--- config.mk ---
export PLATFORM = sky130hd
export DESIGN_NAME = wb_stage
export DESIGN_NICKNAME = d
export VERILOG_FILES = /design/src/rtl/wb_stage.sv
export SDC_FILE = /design/constraint.sdc
export NUM_CORES = 1
export LEC_CHECK = 0
export CAP_MARGIN = 10
export CORE_UTILIZATION = 50
export CTS_CLUSTER_DIAMETER = 50
export DETAILED_ROUTE_END_ITERATION = 6
export GPL_ROUTABILITY_DRIVEN = 0
export PLACE_DENSITY = 0.95
export SLEW_MARGIN = 0
export SYNTH_ARGS = -nofsm -noshare
export SYNTH_HDL_FRONTEND = slang
export SYNTH_SLANG_ARGS = --single-unit
--- constraint.sdc ---
create_clock -name clk -period 2.3 [get_ports clk]
set_input_delay 0.46 -clock clk [delete_from_list [all_inputs] [get_ports clk]]
set_output_delay 0.46 -clock clk [all_outputs]
set_load 0.03 [all_outputs]
--- src/rtl/wb_stage.sv ---
// ---------------------------------------------------------------------------
// wb_stage
//   Write-back stage sitting directly behind the MEM stage. It owns the MEM/WB
//   pipeline register, picks the write-back value (load data, ALU result or
//   JAL link address) and drives the register-file write port, which doubles
//   as the WB forwarding source. A retiring HALT freezes write-back in the
//   HALTED state until the debug unit pulses resume.
//
// Optional feature macro: WB_RETIRE_COUNT_EN
//   defined   -> retired_count counts instructions leaving the stage in RUN
//   undefined -> no counter logic, retired_count is tied to 0
//
// Ports
//   clk, reset          rising-edge clock, synchronous active-high reset
//   stall, flush        hold / bubble the MEM/WB register
//   valid_in .. is_halt_in   instruction fields from the MEM stage
//   resume              debug pulse that leaves HALTED
//   rf_write_en/addr/data    register-file write port (data also forwards)
//   halted              high while the stage is frozen
//   retired_count       retired-instruction counter
// ---------------------------------------------------------------------------
module wb_stage #(
  parameter int DATA_W = 32,
  parameter int REG_AW = 5,
  parameter int CNT_W  = 32
) (
  input  logic              clk,
  input  logic              reset,
  input  logic              stall,
  input  logic              flush,
  input  logic              valid_in,
  input  logic [DATA_W-1:0] read_data_in,
  input  logic [DATA_W-1:0] alu_result_in,
  input  logic [REG_AW-1:0] write_register_in,
  input  logic              reg_write_in,
  input  logic              mem_to_reg_in,
  input  logic [DATA_W-1:0] pc_plus_4_in,
  input  logic              is_jal_in,
  input  logic              is_halt_in,
  input  logic              resume,
  output logic              rf_write_en,
  output logic [REG_AW-1:0] rf_write_addr,
  output logic [DATA_W-1:0] rf_write_data,
  output logic              halted,
  output logic [CNT_W-1:0]  retired_count
);

  localparam logic [0:0] RUN    = 1'b0;
  localparam logic [0:0] HALTED = 1'b1;

  logic [0:0]        state_q;
  logic              valid_q;
  logic [DATA_W-1:0] read_data_q;
  logic [DATA_W-1:0] alu_result_q;
  logic [REG_AW-1:0] write_register_q;
  logic              reg_write_q;
  logic              mem_to_reg_q;
  logic [DATA_W-1:0] pc_plus_4_q;
  logic              is_jal_q;
  logic              is_halt_q;

  logic              in_run;
  logic              entry_clear;
  logic              entry_load;

  assign in_run = (state_q == RUN);

  // Leaving HALTED discards whatever sat in the register while frozen, so the
  // first instruction after resume comes in through a normal load.
  assign entry_clear = flush | (~in_run & resume);
  assign entry_load  = in_run & ~stall;

  // RUN -> HALTED once a valid HALT has spent one cycle in WB; only resume
  // brings the stage back. A flush does not affect the state.
  always_ff @(posedge clk) begin
    if (reset) begin
      state_q <= RUN;
    end else if (in_run) begin
      if (valid_q && is_halt_q) begin
        state_q <= HALTED;
      end
    end else if (resume) begin
      state_q <= RUN;
    end
  end

  // MEM/WB register: reset > flush/resume bubble > frozen or stalled > load.
  always_ff @(posedge clk) begin
    if (reset || entry_clear) begin
      valid_q          <= 1'b0;
      read_data_q      <= '0;
      alu_result_q     <= '0;
      write_register_q <= '0;
      reg_write_q      <= 1'b0;
      mem_to_reg_q     <= 1'b0;
      pc_plus_4_q      <= '0;
      is_jal_q         <= 1'b0;
      is_halt_q        <= 1'b0;
    end else if (entry_load) begin
      valid_q          <= valid_in;
      read_data_q      <= read_data_in;
      alu_result_q     <= alu_result_in;
      write_register_q <= write_register_in;
      reg_write_q      <= reg_write_in;
      mem_to_reg_q     <= mem_to_reg_in;
      pc_plus_4_q      <= pc_plus_4_in;
      is_jal_q         <= is_jal_in;
      is_halt_q        <= is_halt_in;
    end
  end

  // The link address outranks the memory/ALU select.
  always_comb begin
    rf_write_data = alu_result_q;
    if (is_jal_q) begin
      rf_write_data = pc_plus_4_q;
    end else if (mem_to_reg_q) begin
      rf_write_data = read_data_q;
    end
  end

  // Register $0 is hardwired, so a write to it is suppressed here rather than
  // relying on the register file to ignore it.
  assign rf_write_en   = valid_q & reg_write_q & (write_register_q != '0) & in_run;
  assign rf_write_addr = write_register_q;
  assign halted        = ~in_run;

`ifdef WB_RETIRE_COUNT_EN
  logic             retire_now;
  logic [CNT_W-1:0] retired_q;

  // An entry retires when it leaves the register in RUN: on a normal load or
  // when a flush replaces it. A stall keeps it in place, so the repeated
  // write of a stalled instruction is counted once.
  assign retire_now = in_run & valid_q & (flush | ~stall);

  always_ff @(posedge clk) begin
    if (reset) begin
      retired_q <= '0;
    end else if (retire_now) begin
      retired_q <= retired_q + 1'b1;
    end
  end

  assign retired_count = retired_q;
`else
  assign retired_count = '0;
`endif

endmodule

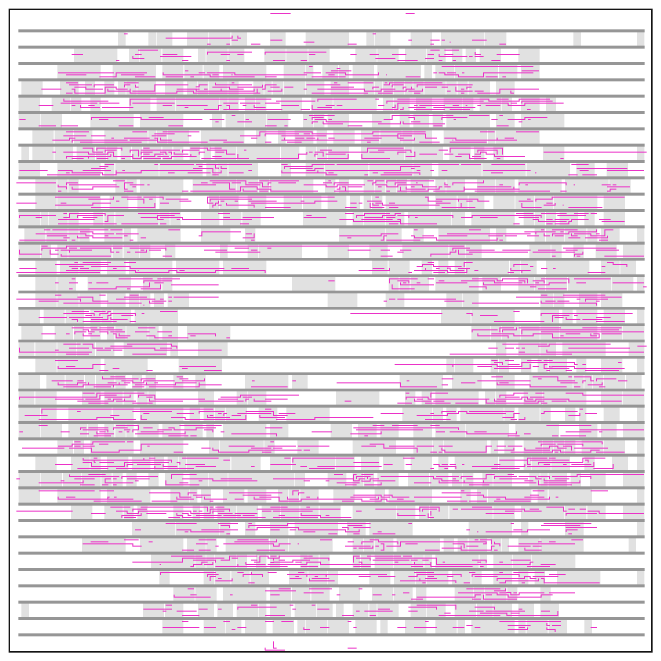
(images/met1.png)
(6 px per um) Supply wires on this layer in grey. Cells faint in the background.
nets with wire on the layer: 734
share of all routed wire: 45%
main direction: horizontal
Detailed Route WL: 12.9 mm
via count: 4699

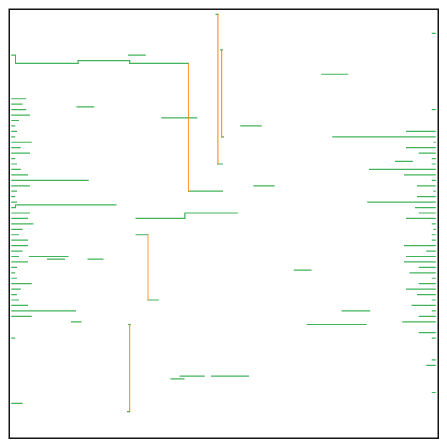
(images/metal_stack.png)
(4 px per um) Two of the layers only.
[met3] green | wire length: 549 um
[met4] orange | wire length: 129 um

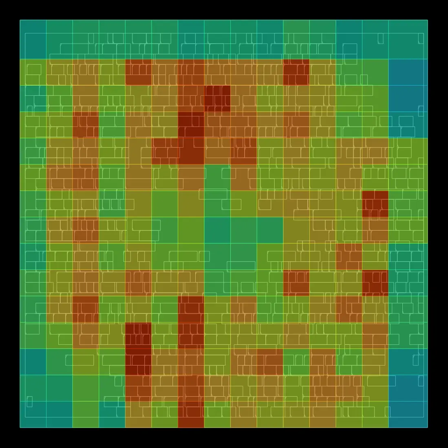
(images/final_congestion.png)
post-layout util: 0.662
GR Util met3: 0.0328
Tot GR Track Use: 0.225
GR peak layer: met2

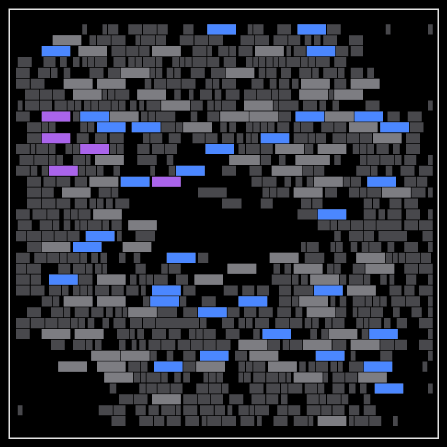
(images/registers.png)
(4 px per um)
[`rf_write_addr`] purple | sequential cells: 5
[`read_data_q`] blue | sequential cells: 32 | where: widely spread

==> deck_impl_summary.md <==
Synthesis and Place & Route Summary

Setup path
  – R2R Path Start: halted
  – Worst-path fanout max: 4
  – R2R Setup Slk: roughly 250 ps
  – Buf/Inv on CP: 1
  – CP arrival: 1790 ps
  – Reg-to-Reg End: alu_result_q[2]

Pwr
  – P per Cell Area: 542 nW/um^2
  – Leak: 2.39 nW
  – Peak supply drop: 310 uV

Floorplanning
  – Die width: 107 um
  – Core ar.: 10500 sq um
  – # rows: 37

Routing
  – Vias/cell: 5.38
  – Post-route ant nets: 0
  – WL/cell: 14.8 um
  – Initial DRC Count: about 230
  – 1st-pass router iterations: 6

Yosys
  – Main logic family after synthesis: AND-OR/OR-AND gates
  – And+or+nand+nor area frac: 0.196
  – Count of cell types in the netlist: 18
  – Post-Syn Area: approximately 5500 sq um
  – Syn. warnings: 0
  – Post-synthesis average cell area: 8.70 sq um
  – Post-synth top flop: dfxtp_1
  – Fa+ha+maj area frac: 0
  – Yosys cell count: between 600 and 700
  – Number of enable flip-flop cells: 0

Placed design
  – DP HPWL: 8.65 mm
  – # port buffers: 149

Finish
  – Ant. Diodes: 0
  – Layout area overhead: 26.5%
  – Nets: between 800 and 900
  – Share of layout cells above drive strength 1: 0.229

Clock network
  – Post-CTS Hold Buffers: 0
  – CTS tree: yes
  – CTS H-Tree Depth: 3
  – CTS max path bufs: 2
  – CTS Sinks: 107

STA
  – Fin. max-slew vios: 0
  – # setup viols final: 0
  – Slew HR: 0.391
  – Tcrit/Tclk final: 0.979
  – Worst Skew: 16.9 ps
  – FMAX: 444 MHz

Worst hold path
  – Worst hold start: pc_plus_4_q[31]
  – Tightest Hold Check Type: flop to flop

Global routing
  – Largest net degree at the start of global routing: 129
  – First-pass GRT wire length: roughly 21 mm
  – GR Overflow Total: 0
  – Vias in the first global route: 4463

Outcome
  – Status: finished clean
==> per-stage QoR <==
stage               utilization  power [W]  setup slack [ps]  cells  instance area, sq um
finish                    0.662    0.00377              49.3    873                  6960
global route              0.662    0.00392              1.26    873                  6960
CTS                       0.662    0.00379              38.4    873                  6960
detailed placement        0.643    0.00263               279    857                  6750
global placement          0.643    0.00262               365    857                  6750
floorplan                     -    0.00240               244    663                  5610
==> worst max-delay path by stage <==
stage,slack (ps),cells past startpoint,endpoint,from
6_report,50,3,rf_write_en,halted
2_1_floorplan,240,4,rf_write_data[10],mem_to_reg_q
5_1_grt,1,3,rf_write_en,halted
4_1_cts,40,3,rf_write_en,halted
3_3_place_gp,360,4,rf_write_addr[2],halted
3_5_place_dp,280,4,alu_result_q[6],halted
==> tightest hold or removal path, cell delays in order (launching register included) <==
cell,delay (ps)
dfxtp_1,320
o21ai_0,60
a21oi_1,60
==> synthesized netlist by cell type, types with 5 or more instances <==
cell type	number	area (sq um)
o21ai_0	138	691
dfxtp_1	107	2140
a21oi_1	68	340
or3b_2	66	578
clkbuf_1	58	218
a21oi_2	40	350
or3b_1	40	350
buf_4	32	240
mux2i_1	32	320
nand2_1	32	120
buf_6	7	78.8
buf_2	5	25.0
==> power breakdown <==
group	internal [W]	leakage [nW]	total (W)	switching (W)
logic	0.000328	1.42	0.000653	0.000325
registers	0.00191	0.873	0.00194	0.0000294
clock network	0.000539	0.100	0.00118	0.000636
==> cells in the final DEF, fill, tap and decap left out <==
cell type,n
dfxtp_4,1
buf_12,2
a21oi_2,40
clkdlybuf4s50_1,116
a21oi_1,68
clkinvlp_4,1
a211o_4,1
mux2i_1,32
clkbuf_1,1
dfxtp_2,2
buf_4,42
clkinv_4,2
or3b_1,40
bufinv_16,1
o21ai_0,138
conb_1,32
nor3_1,1
dfxtp_1,104
nand3b_1,2
nor2_1,1
clkbuf_8,10
nand2_1,32
or3b_2,66
inv_4,1
nand2b_1,1
==> layer usage <==
metal | vias up | track usage | share of wire
met5 | - | 0 | 0
met4 | 0 | 0.0695 | 0.010
met3 | 10 | 0.0328 | 0.042
met2 | 134 | 0.381 | 0.50
met1 | 2180 | 0.296 | 0.45
li1 | 2375 | - | -
==> cell type report <==
cell class | count | area (sq um)
Fill cell | 821 | 3550
Multi-Input combinational cell | 454 | 2920
Sequential cell | 107 | 2150
Timing Repair Buffer | 160 | 1520
Tap cell | 136 | 170
Clock buffer | 11 | 141
Clock inverter | 5 | 61.3
==> state kept, by name, summed over array words and instances, names as in the netlist <==
signal and flops:
valid_q 1, is_halt_q 1, is_jal_q 1, halted 1
alu_result_q 32, rf_write_addr 5, read_data_q 32, reg_write_q 1
pc_plus_4_q 32, mem_to_reg_q 1
==> logic make-up (layout without fill, tap and decap cells) <==
logic type | count (synthesis) | after routing
buffers and inverters | 102 | 176
AND/OR/NAND/NOR | 143 | 143
flip-flops | 107 | 107
other | 1 | 32
AND-OR/OR-AND | 247 | 247
multiplexers | 32 | 32
No activity file was given, so power comes from the tool's default toggle rates.
